$ cat config.mk
export PLATFORM = sky130hd
export DESIGN_NAME = mem_port_arbiter
export DESIGN_NICKNAME = d
export VERILOG_FILES = /design/src/rtl/mem_port_arbiter.sv
export SDC_FILE = /design/constraint.sdc
export NUM_CORES = 1
export LEC_CHECK = 0
export ABC_AREA = 1
export CELL_PAD_IN_SITES_DETAIL_PLACEMENT = 0
export CELL_PAD_IN_SITES_GLOBAL_PLACEMENT = 1
export CORE_UTILIZATION = 26
export DETAILED_ROUTE_END_ITERATION = 12
export PLACE_DENSITY_LB_ADDON = 0.1
export SETUP_SLACK_MARGIN = 0.15
export SLEW_MARGIN = 40
export SYNTH_ARGS = -nofsm -noshare
export SYNTH_HDL_FRONTEND = slang
export SYNTH_SLANG_ARGS = --single-unit
$ cat constraint.sdc
create_clock -name clk -period 1.6 [get_ports clk]
set_input_delay 0.24 -clock clk [delete_from_list [all_inputs] [get_ports clk]]
set_output_delay 0.24 -clock clk [all_outputs]
set_load 0.005 [all_outputs]
$ cat src/rtl/mem_port_arbiter.sv
// Arbitrates one single-ported memory between the CPU fetch port and its load/store port.
// Data requests win ties. After STARVE_MAX consecutive data grants made while a fetch
// was waiting, the next tie goes to the fetch. The memory sequence has a fixed latency.
module mem_port_arbiter #(
  parameter int ADDR_W     = 32,
  parameter int DATA_W     = 32,
  parameter int MEM_LAT    = 1,
  parameter int STARVE_MAX = 4
) (
  input  logic                clk,
  input  logic                rst,
  input  logic                if_req,
  input  logic [ADDR_W-1:0]   if_addr,
  output logic [DATA_W-1:0]   if_rdata,
  output logic                if_valid,
  input  logic                d_req,
  input  logic [DATA_W/8-1:0] d_we,
  input  logic [ADDR_W-1:0]   d_addr,
  input  logic [DATA_W-1:0]   d_wdata,
  output logic [DATA_W-1:0]   d_rdata,
  output logic                d_valid,
  output logic                busy,
  output logic                mem_en,
  output logic [DATA_W/8-1:0] mem_we,
  output logic [ADDR_W-1:0]   mem_addr,
  output logic [DATA_W-1:0]   mem_wdata,
  input  logic [DATA_W-1:0]   mem_rdata
);

  localparam int BE_W = DATA_W / 8;
  localparam logic [3:0] STARVE_LIM = 4'(STARVE_MAX);
  localparam logic [1:0] WAIT_INIT  = 2'(MEM_LAT - 1);

  typedef enum logic [1:0] {
    S_IDLE,
    S_ISSUE,
    S_WAIT,
    S_RESP
  } state_t;

  state_t            state;
  state_t            next_state;
  logic              lat_data;
  logic [BE_W-1:0]   lat_we;
  logic [1:0]        wait_cnt;
  logic [3:0]        starve_cnt;
  logic              grant_d;
  logic              grant_i;
  logic              capture;

  // Next-state decode, grant decision and the strobes that depend only on the current state
  always_comb begin
    next_state = state;
    grant_d    = 1'b0;
    grant_i    = 1'b0;
    capture    = 1'b0;
    busy       = 1'b1;
    mem_en     = 1'b0;
    mem_we     = '0;
    if_valid   = 1'b0;
    d_valid    = 1'b0;
    case (state)
      S_IDLE: begin
        busy = 1'b0;
        if (d_req && !(if_req && (starve_cnt == STARVE_LIM))) begin
          grant_d = 1'b1;
        end else if (if_req) begin
          grant_i = 1'b1;
        end
        if (grant_d || grant_i) begin
          next_state = S_ISSUE;
        end
      end
      S_ISSUE: begin
        mem_en = 1'b1;
        mem_we = lat_we;
        if (lat_data && (lat_we != '0)) begin
          next_state = S_RESP;
        end else begin
          next_state = S_WAIT;
        end
      end
      S_WAIT: begin
        if (wait_cnt == 2'd0) begin
          capture    = 1'b1;
          next_state = S_RESP;
        end
      end
      S_RESP: begin
        if_valid   = ~lat_data;
        d_valid    = lat_data;
        next_state = S_IDLE;
      end
      default: next_state = S_IDLE;
    endcase
  end

  // State register; reset drops any access that is in flight
  always_ff @(posedge clk) begin
    if (rst) begin
      state <= S_IDLE;
    end else begin
      state <= next_state;
    end
  end

  // Latch the winning request at grant, so later changes to the inputs are ignored
  always_ff @(posedge clk) begin
    if (rst) begin
      lat_data  <= 1'b0;
      lat_we    <= '0;
      mem_addr  <= '0;
      mem_wdata <= '0;
    end else if (grant_d || grant_i) begin
      lat_data  <= grant_d;
      lat_we    <= grant_d ? d_we : '0;
      mem_addr  <= grant_d ? d_addr : if_addr;
      mem_wdata <= grant_d ? d_wdata : '0;
    end
  end

  // Count consecutive data grants made while a fetch was pending, saturating at the limit
  always_ff @(posedge clk) begin
    if (rst) begin
      starve_cnt <= '0;
    end else if (grant_i) begin
      starve_cnt <= '0;
    end else if (grant_d) begin
      if (!if_req) begin
        starve_cnt <= '0;
      end else if (starve_cnt != STARVE_LIM) begin
        starve_cnt <= starve_cnt + 4'd1;
      end
    end
  end

  // Read latency counter, loaded on the issue cycle and run down while waiting
  always_ff @(posedge clk) begin
    if (rst) begin
      wait_cnt <= '0;
    end else if (state == S_ISSUE) begin
      wait_cnt <= WAIT_INIT;
    end else if ((state == S_WAIT) && (wait_cnt != 2'd0)) begin
      wait_cnt <= wait_cnt - 2'd1;
    end
  end

  // Capture read data into the port that owns the access; the other port keeps its value
  always_ff @(posedge clk) begin
    if (rst) begin
      if_rdata <= '0;
      d_rdata  <= '0;
    end else if (capture) begin
      if (lat_data) begin
        d_rdata <= mem_rdata;
      end else begin
        if_rdata <= mem_rdata;
      end
    end
  end

endmodule
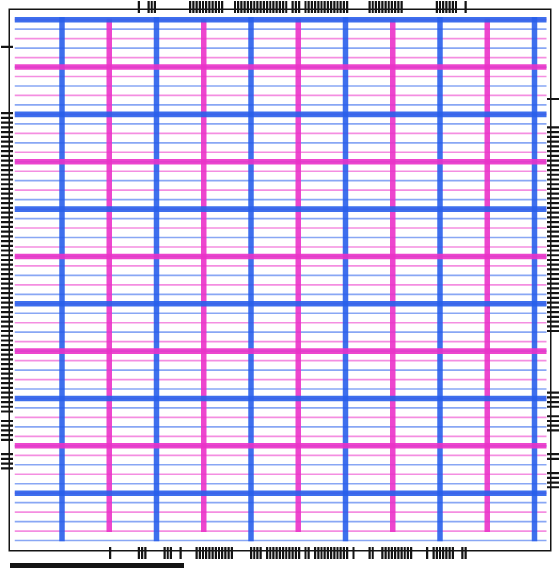
**Above:** floorplan with the power grid.
Scale bar: 50 µm. Pins as bars on the die edge.
[VDD] magenta
[VSS] blue
met1 rails: 56
met4 straps: 11
met5 straps: 11
core area: 0.0228 mm²
Worst VDD drop: 0.649 mV
die width: 155 µm
die y size: 155 µm

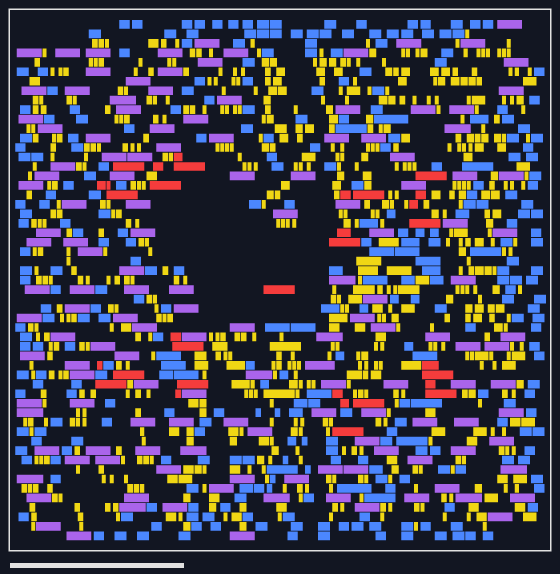
**Above:** placement by cell class.
Scale bar: 50 µm.
[flops] purple | cells: 141 | share of their area: 28%
[clock drivers and dummy loads] red | cells: 32 | share of their area: 5.5%
[combinational and other logic] yellow | cells: 649 | share of their area: 34%
[other buffers and delay cells] blue | cells: 316 | share of their area: 32%
fin util: 45.5%
flop share of the area: 27.3%
post-route cell area: 0.0104 mm²
cell row count: 55

==> flow_metrics.py <==
# Synthesis and PnR figures
metrics = {
    "status": {
        "status": "finished clean",
    },
    "critical_path": {
        "endpoint_kind": "output port",
        "r2r_slack_ns": 0.07,
        "critical_path.startpoint_type": "flop",
    },
    "layout": {
        "area_delta_synth_final_pct": 70.5,
        "nClkBuffers": 19,
        "lay_top_cells": "inv_1 (136), clkdlybuf4s50_1 (135), dfxtp_1 (128), dlygate4sd2_1 (128), nor2_1 (107)",
        "clk_share_pct": 5.26,
        "flops": 141,
        "n_all_buffers": 316,
    },
    "pwr": {
        "swShare_pct": 35.6,
        "p_seq_share_pct": 32.8,
        "p_leak_nw": 4.90,
        "maxPowerGroup": "combinational cells",
        "powerClk_w": 0.00377,
        "combinationalPowerShare_pct": 40.7,
        "comb-power_w": 0.00580,
        "powerDensity_mw_per_mm2": 1370,
    },
    "clocking": {
        "htree_levels": 4,
        "post_cts_resized": 191,
        "cts_made_buffers": 17,
        "root_buffer": "clkbuf_16",
        "holdBufCountCts": 0,
    },
    "timing": {
        "grt_setup_unrepaired": "yes",
        "max_slew.worst_pin.slew_ns": 0.366,
        "hold_viol": 0,
        "hold_ws_ns": 0.367,
    },
    "drt": {
        "antenna_left": 0,
        "drtIter0Drc": 260,
        "vias": 6264,
    },
    "yosys": {
        "ys_types": 24,
        "topCellsByArea": "dfxtp_1 (46%), inv_1 (9.1%), nand2_1 (7.5%)",
        "topCombFamilyByArea": "simple AND/OR/NAND/NOR gates",
        "yosys.stat.seqShare_pct": 46.3,
    },
    "placed_design": {
        "post-place-ws_ns": 0.0211,
        "placed_area_mm2": 0.00932,
        "hpwl_mm": 13.4,
    },
    "global_routing": {
        "grt_pass1_wl_mm": 31.9,
        "antenna_found_initial": 0,
    },
    "worst_hold_path": {
        "holdPathStages": 3,
    },
}
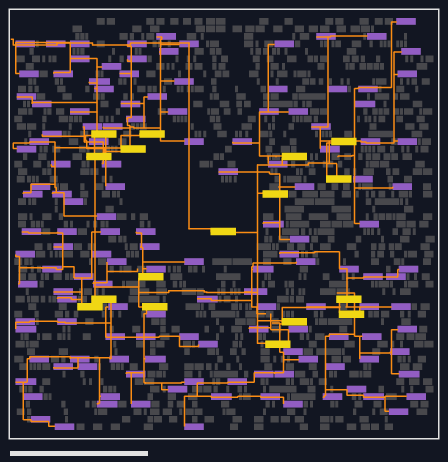
**Above:** clock wires, drivers and flops.
Scale bar: 50 µm.
[clock wires] orange | length: 2,290 µm
[flip-flops] purple | count: 141
[clock drivers] yellow | count: 17
flops lie: widely spread

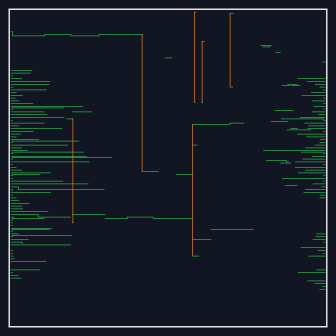
**Above:** metal layers overlaid.
Only two layers are drawn.
[metal 4] orange | wire length: 293 µm
[metal 3] green | wire length: 1,700 µm
DR WL/cell: 14.5 µm
wirelength, routed: 21.1 mm

layer usage:
metal	share of wire (%)	up-vias	global-route usage, %
li1	-	3205	-
met3	8.1	17	6.16
met2	48	184	28.7
met1	42	2858	19.5
met4	1.4	0	5.70
met5	0	-	0
worst max-delay path: stages, from the launching register on:
cell and delay, ns:
dfxtp_4 0.37, ha_4 0.18, buf_4 0.13, nand2_2 0.05
inv_1 0.03, buf_2 0.12
Yosys cell counts:
cell type and n:
nand3b_1 32, buf_4 1, ha_1 7, xnor2_1 1
a21oi_2 10, o21ai_4 1, o211ai_1 1, inv_1 148
nand3_4 1, buf_6 2, clkbuf_1 31, nand3_1 37
nor2_2 1, buf_1 7, nand2_1 122, inv_2 3
nand2_4 1, buf_2 13, dfxtp_1 141, nand4_1 33
a21oi_1 65, o21ai_0 67, nand2_2 11, nor2_1 108
Power and IR drop assume default switching activity.
